Fig. 1: run 1, the metal 3 layer
Bar = 20 um.
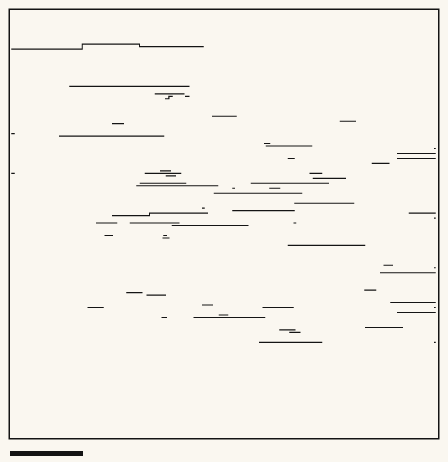
Fig. 2: run 1, cell outlines without signal wires
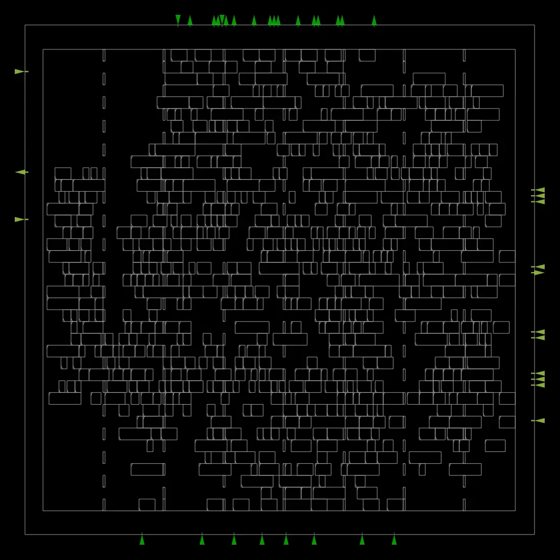
Fig. 3: run 1, signal wires on met4
Supply wires on this layer in grey. Cells faint in the background.
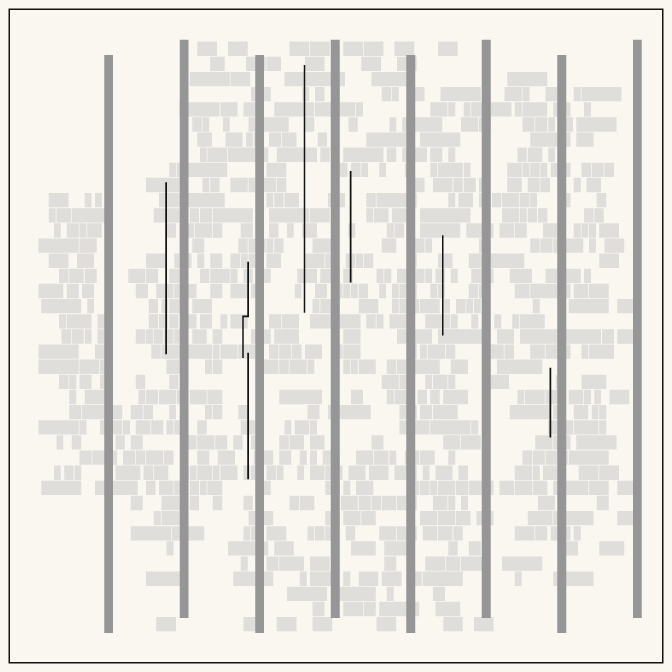
$ cat config.mk
export PLATFORM = sky130hd
export DESIGN_NAME = boxcar_decimator
export DESIGN_NICKNAME = d
export VERILOG_FILES = /design/src/rtl/boxcar_decimator.sv
export SDC_FILE = /design/constraint.sdc
export NUM_CORES = 1
export LEC_CHECK = 0
export CORE_MARGIN = 4
export CORE_UTILIZATION = 40
export CTS_BUF_LIST = sky130_fd_sc_hd__clkbuf_16
export DETAILED_ROUTE_END_ITERATION = 7
export SETUP_SLACK_MARGIN = 0.3
export SLEW_MARGIN = 10
export SYNTH_ARGS = -nofsm -noshare
export SYNTH_HDL_FRONTEND = slang
export SYNTH_SLANG_ARGS = --single-unit
export TNS_END_PERCENT = 5
$ cat constraint.sdc
create_clock -name clk -period 10.1 [get_ports clk]
set_clock_uncertainty 0.1 [all_clocks]
set_input_delay 3.03 -clock clk [delete_from_list [all_inputs] [get_ports clk]]
set_output_delay 3.03 -clock clk [all_outputs]
set_load 0.03 [all_outputs]
$ cat src/rtl/boxcar_decimator.sv
// Power-of-two boxcar decimator: averages each block of N = 2^log2_ratio samples
// with round-half-up and emits the mean with a one-cycle strobe.
module boxcar_decimator #(
    parameter int DW = 16,
    parameter int RW = 3
) (
    input  logic                 clk,
    input  logic                 rst,
    input  logic                 ce_in,
    input  logic signed [DW-1:0] sig_in,
    input  logic [RW-1:0]        log2_ratio,
    output logic                 ce_out,
    output logic signed [DW-1:0] sig_out
);

    localparam int ACCW = DW + 2**RW - 1;
    localparam int CW   = 2**RW - 1;

    logic signed [ACCW-1:0] acc_q, acc_d;
    logic [CW-1:0]          cnt_q, cnt_d;
    logic [RW-1:0]          k_act_q, k_act_d;
    logic                   ce_out_q, ce_out_d;
    logic signed [DW-1:0]   sig_out_q, sig_out_d;

    logic [RW-1:0]          k_eff;
    logic [CW-1:0]          last_idx;
    logic signed [ACCW-1:0] acc_sum;
    logic signed [ACCW-1:0] round_bias;
    logic signed [ACCW-1:0] rounded;

    always_comb begin
        acc_d     = acc_q;
        cnt_d     = cnt_q;
        k_act_d   = k_act_q;
        ce_out_d  = 1'b0;
        sig_out_d = sig_out_q;

        // The first sample of a block takes the live ratio; later samples use the latched one.
        k_eff      = (cnt_q == '0) ? log2_ratio : k_act_q;
        last_idx   = ~({CW{1'b1}} << k_eff);
        acc_sum    = ((cnt_q == '0) ? '0 : acc_q)
                     + {{(ACCW-DW){sig_in[DW-1]}}, sig_in};
        round_bias = (ACCW'(1) << k_eff) >>> 1;
        rounded    = acc_sum + round_bias;

        if (ce_in) begin
            k_act_d = k_eff;
            acc_d   = acc_sum;
            if (cnt_q == last_idx) begin
                cnt_d     = '0;
                ce_out_d  = 1'b1;
                sig_out_d = DW'(rounded >>> k_eff);
            end else begin
                cnt_d = cnt_q + CW'(1);
            end
        end
    end

    always_ff @(posedge clk) begin
        if (rst) begin
            acc_q     <= '0;
            cnt_q     <= '0;
            k_act_q   <= '0;
            ce_out_q  <= 1'b0;
            sig_out_q <= '0;
        end else begin
            acc_q     <= acc_d;
            cnt_q     <= cnt_d;
            k_act_q   <= k_act_d;
            ce_out_q  <= ce_out_d;
            sig_out_q <= sig_out_d;
        end
    end

    assign ce_out  = ce_out_q;
    assign sig_out = sig_out_q;

endmodule

==> impl_metrics.yaml, run 1 <==
# implementation run metrics
status:
  status: "complete, no violations"
sta:
  worst_slack_ns: 2.703
  setup_viol: 0
  worstMarginPinSlew_ns: 0.8783
  worst_slew_margin_rel_pct: 39.77
  drv_slew: 0
  whs_ns: 0.3661
  period_used_pct: 73.24
synth:
  top_area_share_pct: 21.01
  async_flop_share_pct: 0
  syn_area_per_cell_um2: 7.419
  fp_nets: 697
  yosysMostFrequentCell: "nor2_1"
  top_logic_kind: "simple AND/OR/NAND/NOR gates"
  ys_seq_share_pct: 21.01
  common_cells: "nor2_1, nand2_1, dfxtp_1"
  synthTopCellsByArea: "dfxtp_1, ha_1, nor2_1"
  syn-instance-count: 642
  largest_area_cell: "dfxtp_1"
  ys_area_mm2: 0.004763
  synth_cell_types: 71
  ys_cells: 642
global_routing:
  grt_antenna_before_repair: 0
  track_usage_pct: 19.15
  overflow: 0
  grt_pass1_wl_um: 21290
  grt_start_max_net_pins: 44
  grt_pass1_vias: 4427
placement:
  gp_congestion: 0.9021
  pre_cts_ws_ns: 2.419
  place_inst: 796
  placed_area_mm2: 0.005236
  port_buffers: 38
die:
  fp.dieArea_mm2: 0.01372
  fp_util_pct: 41.36
  row_count: 39
  die-height_um: 117.1
  die_width_um: 117.1
  ios: 39
final_layout:
  area_growth_syn_to_layout_pct: 13.05
  comb_share_pct: 66.52
  final_cells: 804
  inv_count: 15
  finalInstanceArea_mm2: 0.005385
  mostFrequentLayoutCells: "nor2_1, nand2_1, dfxtp_1"
  nFlopsAndLatches: 50
  diodes: 0
  drive_gt1_share_pct: 4.841
worst_setup_path:
  path_cells: "clkdlybuf4s50_1, ha_1, inv_1, fa_1, nand2b_1, a21oi_2, nor2_1, xnor2_1, ha_1, a211o_1, nor2_1, o21ai_0, o211ai_1, nor3_1, nand4_2, nor4_1, xor2_1, o22ai_1, nor3_1, a2111oi_2"
  r2r_cells: 24
  crit_family: "simple AND/OR/NAND/NOR gates"
  crit_end: "sig_out[15]"
  crit_cells: 20
  end_kind: "flip-flop"
  cpMaxStageDelayCell: "nor3_1"
  start_kind: "primary input"
  critPathArrivalTime_ns: 7.50
  critical_path_buf_inv_count: 2
  startpoint: "sig_in[0]"
  critPathMaxFanout: 5
  cp.required_ns: 10.20
  r2r_end: "sig_out[15]"
pwr:
  ir_drop_mv: 0.06440
  clock_power_share_pct: 23.3
  leakage_nw: 2.129
  power.share.switching_pct: 41.88
  combPwrFrac_pct: 47.3
  comb_power_w: 0.000365
  power_density_mw_per_mm2: 143.5
  largestPowerGroup: "combinational logic"
  seq_power_share_pct: 29.4
clock_tree:
  tritoncts: "yes"
  root_buffer: "clkbuf_16"
  post_cts.repair.setup_buffers: 0
  cts_buffer_depth: 2
  cts.sinks: 50
  clk_pin_slew_ns: 0.08
  clock_latency_ns: 0.30
  cts_buffers: 5
route:
  route.detailed.drc: 0
  first_pass_iters: 5
  via_per_inst: 5.908
  drtIter0Drc: 410
  wirelength_um: 13070
  dr_total_vias: 4750
  wl_per_cell_um: 16.25
job:
  drv_cap: 0
  warnings: 27
hold_path:
  hp-start: "sig_out[1]"
  hold_path_class: "flip-flop to flip-flop"
About Fig. 1:
nets with wire on the layer = 50
main direction = horizontal
share of all routed wire = 4.2%

About Fig. 2:
core area: 0.01152 mm2
number of fill cells in the layout: 1,162
fraction of area in registers: 18.59%

About Fig. 3:
nets with wire on the layer = 6
longest straight run = 44.2 um
share of all routed wire = 1.3%

[run 1: worst min-delay path: cells and delay by family, from the launching register on]
kind             cells  cell delay [ns]
AND-OR/OR-AND        1             0.05
flip-flops           1             0.32
AND/OR/NAND/NOR      1             0.05
[run 1: metal layers]
metal | global-route usage (%) | up-vias | wire [um] | part of all wire, %
met5 | 0 | - | 0 | 0
met4 | 4.511 | 0 | 164 | 1.3
li1 | - | 2387 | - | -
met3 | 2.622 | 16 | 549 | 4.2
met2 | 33.14 | 103 | 6318 | 48
met1 | 25.29 | 2244 | 6036 | 46
[run 1: sequential cells by signal, summed over array words and instances, names as in the netlist]
signal / count
cnt_q: 7
sig_out: 16
ce_out: 1
k_act_q: 3
acc_q: 23
==> run 2, diff against run 1 <==
Clock period 10.1 ns to 6.3 ns, I/O delays scaled along.
==> impl_metrics.yaml, run 2 <==
# implementation run metrics
pwr:
  comb_power_w: 0.000609
  combPwrFrac_pct: 48.5
  seq_power_share_pct: 29.1
  ir_drop_mv: 0.1050
  power.share.switching_pct: 41.60
  clock_power_share_pct: 22.4
  largestPowerGroup: "combinational logic"
global_routing:
  grtUsageMet1_pct: 25.59
  busiest_layer: "met2"
  grt_pass1_vias: 4489
  overflow: 0
  gr-usage-met2_pct: 33.45
  grt_antenna_before_repair: 0
die:
  row_count: 39
  ios: 39
  die_width_um: 117.1
  fp.dieArea_mm2: 0.01372
  die-height_um: 117.1
  coreArea_mm2: 0.01152
  fp_util_pct: 41.36
worst_setup_path:
  critical_path_buf_inv_count: 2
  crit_end: "sig_out[15]"
  cpMaxStageDelayCell: "clkdlybuf4s50_1"
  critPathMaxFanout: 5
  cp.required_ns: 6.38
  critPathArrivalTime_ns: 5.87
  r2r_end: "sig_out[14]"
  path_cells: "clkdlybuf4s50_1, ha_2, inv_1, fa_2, nand2b_4, a21oi_2, nor2_2, xnor2_2, ha_4, a211o_1, nor2_1, o21ai_0, o211ai_1, nor3_2, nand4_4, o311a_1, o32a_1, a2111oi_2"
  startpoint: "sig_in[0]"
  crit_cells: 18
  r2r_cells: 21
  end_kind: "flip-flop"
  start_kind: "primary input"
sta:
  period_used_pct: 91.84
  setup_viol: 0
  drv_slew: 0
  worstMarginPinSlew_ns: 0.9204
  worst_slack_ns: 0.5142
  worst_slew_margin_rel_pct: 38.45
route:
  wl_met2_um: 6221
  route.detailed.drc: 0
  route.layer.met1.wl_um: 6166
  first_pass_iters: 5
  drtIter0Drc: 311
synth:
  yosysMostFrequentCell: "nor2_1"
  syn-instance-count: 642
  largest_area_cell: "dfxtp_1"
  async_flop_share_pct: 0
  fp_nets: 697
  ys_area_mm2: 0.004763
  syn_area_per_cell_um2: 7.419
  top_logic_kind: "simple AND/OR/NAND/NOR gates"
  ys_seq_share_pct: 21.01
job:
  warnings: 27
  drv_cap: 0
final_layout:
  area_growth_syn_to_layout_pct: 17.02
  final_cells: 814
  fillCellCount: 1136
  top_register: "acc_q"
  drive_gt1_share_pct: 8.793
hold_path:
  hp-start: "sig_out[1]"
  hold_path_class: "flip-flop to flip-flop"
placement:
  place_inst: 805
  gp_congestion: 0.8972
  pre_cts_ws_ns: 0.05584
  port_buffers: 38
status:
  status: "complete, no violations"
clock_tree:
  clk_pin_slew_ns: 0.08
  cts_buffer_depth: 2
  cts.sinks: 50
  tritoncts: "yes"
  cts_buffers: 5
## run 2: cell counts after synthesis
Identical to the previous run, type by type.
## run 2: timing repair
action	CTS	global route
buffers inserted	0	1
endpoints found under the hold margin	0	0
setup endpoints to repair	0	14
resized	0	20
## run 2: layout make-up
class,instances,share of cell area [%]
Multi-Input combinational cell,545,66.35
Sequential cell,50,17.96
Timing Repair Buffer,53,8.844
Tap cell,143,3.210
Clock buffer,5,2.245
Inverter,15,1.010
Clock inverter,3,0.3816
## run 2: stage by stage
step	utilization, %	cell area, um2
after floorplan	-	4763
final	48.40	5574
after global routing	48.40	5574
after global placement	46.06	5304
after detailed placement	46.06	5304
after CTS	47.33	5450
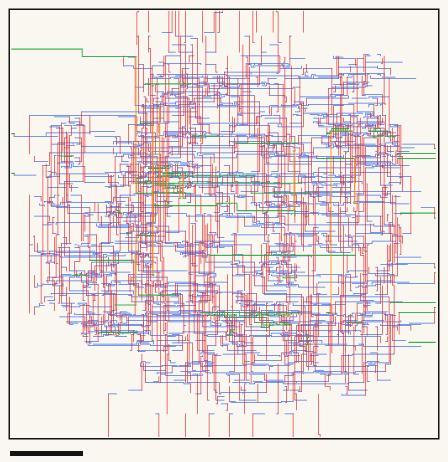
Fig. 4. Routed metal, one colour a layer (run 2).
Bar = 20 um.
orange -> metal 4  # wire length 223 um
green -> metal 3  # wire length 525 um
blue -> metal 1  # wire length 6,170 um
red -> metal 2  # wire length 6,220 um
final wirelength: 13,140 um
vias: 4,763
GRT Util Overall: 19.44%
drt wl/cell: 16.14 um

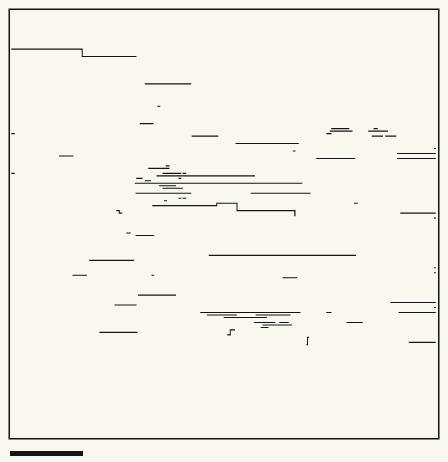
Fig. 5. The metal 3 layer (run 2).
Bar = 20 um.
nets with wire on the layer = 56
wire length on this layer = 525 um
main direction = horizontal
share of all routed wire = 4.0%
longest straight run = 45.5 um
GR Util met3: 2.365%

==> run 3, diff against run 2 <==
Settings changed: CTS_BUF_LIST sky130_fd_sc_hd__clkbuf_16 to unset.
==> impl_metrics.yaml, run 3 <==
# implementation run metrics
worst_setup_path:
  end_kind: "flip-flop"
  start_kind: "primary input"
  critical_path_buf_inv_count: 2
  r2r_end: "sig_out[14]"
  r2r_cells: 21
  cpMaxStageDelayCell: "clkdlybuf4s50_1"
  cp.required_ns: 6.38
  critPathArrivalTime_ns: 5.87
  crit_family: "AND-OR/OR-AND gates"
hold_path:
  hp-start: "sig_out[1]"
final_layout:
  inv_count: 15
  final_cells: 814
  comb_share_pct: 66.35
  drive_gt1_share_pct: 8.793
  dominant_cells: "combinational gates"
  fin_util_pct: 48.40
  clkbuf_count: 5
  fillCellCount: 1136
  logic_gate_count: 545
  diodes: 0
  sh_seq_area_pct: 17.96
  clock_area_share_pct: 2.626
clock_tree:
  clock_latency_ns: 0.30
  clk_pin_slew_ns: 0.08
  tritoncts: "yes"
  root_buffer: "clkbuf_16"
  cts.sinks: 50
  cts_buffers: 5
  cts_resized: 0
sta:
  worst_slack_ns: 0.5142
  worst_slew_margin_rel_pct: 38.45
  whs_ns: 0.3605
  drv_slew: 0
  worstMarginPinSlew_ns: 0.9204
  setup_viol: 0
  period_used_pct: 91.84
synth:
  syn_area_per_cell_um2: 7.419
  common_cells: "nor2_1, nand2_1, dfxtp_1"
  yosysMostFrequentCell: "nor2_1"
  fp_nets: 697
  top_area_share_pct: 21.01
  ys_cells: 642
  synthTopCellsByArea: "dfxtp_1, ha_1, nor2_1"
  ys_area_mm2: 0.004763
  synth_cell_types: 71
route:
  first_pass_iters: 5
  via_per_inst: 5.851
  wl_per_cell_um: 16.14
  dr_total_vias: 4763
pwr:
  leakage_nw: 2.219
  clock_power_share_pct: 22.4
  largestPowerGroup: "combinational logic"
  ir_drop_mv: 0.1050
  comb_power_w: 0.000609
global_routing:
  grt_pass1_vias: 4489
  grt_pass1_wl_um: 21650
placement:
  pre_cts_ws_ns: 0.05584
  placed_area_mm2: 0.005304
  place_inst: 805
status:
  status: "complete, no violations"
die:
  coreArea_mm2: 0.01152
  fp_util_pct: 41.36
  die-height_um: 117.1
[run 3: metal layers]
metal | part of all wire [%] | wire (um) | up-vias | global-route usage [%]
met1 | 47 | 6166 | 2223 | 25.59
met3 | 4.0 | 525 | 23 | 2.365
met5 | 0 | 0 | - | 0
met4 | 1.7 | 223 | 0 | 5.581
li1 | - | - | 2404 | -
met2 | 47 | 6221 | 113 | 33.45
[run 3: worst max-delay path by stage]
stage | from | to | slack, ns | cells after the start
after floorplan | sig_in[0] | sig_out[15] | 0.68 | 17
after global placement | sig_in[0] | sig_out[15] | 0.16 | 18
after detailed placement | sig_in[0] | sig_out[15] | 0.06 | 20
after CTS | sig_in[0] | sig_out[15] | 0.32 | 20
after global routing | sig_in[0] | sig_out[15] | 0.26 | 20
final | sig_in[0] | sig_out[15] | 0.51 | 18
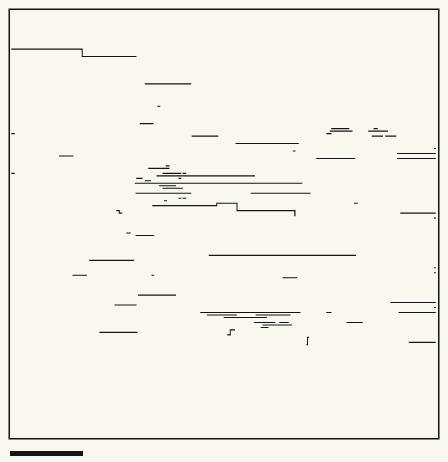
Fig. 6. The metal 3 layer (run 3).
Bar = 20 um.
nets with wire on the layer = 56
share of all routed wire = 4.0%
longest straight run = 45.5 um
wire length on this layer = 525 um
main direction = horizontal

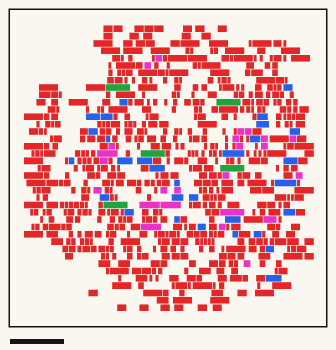
Fig. 7. Drive-strength map (run 3).
Bar = 20 um.
red -> _0 and _1 cells  # cells 612
blue -> _2 cells  # cells 30
green -> _6 and larger  # cells 5
magenta -> _3 and _4 cells  # cells 24

Power figures rest on the tool's default switching activity, not on a simulated workload.
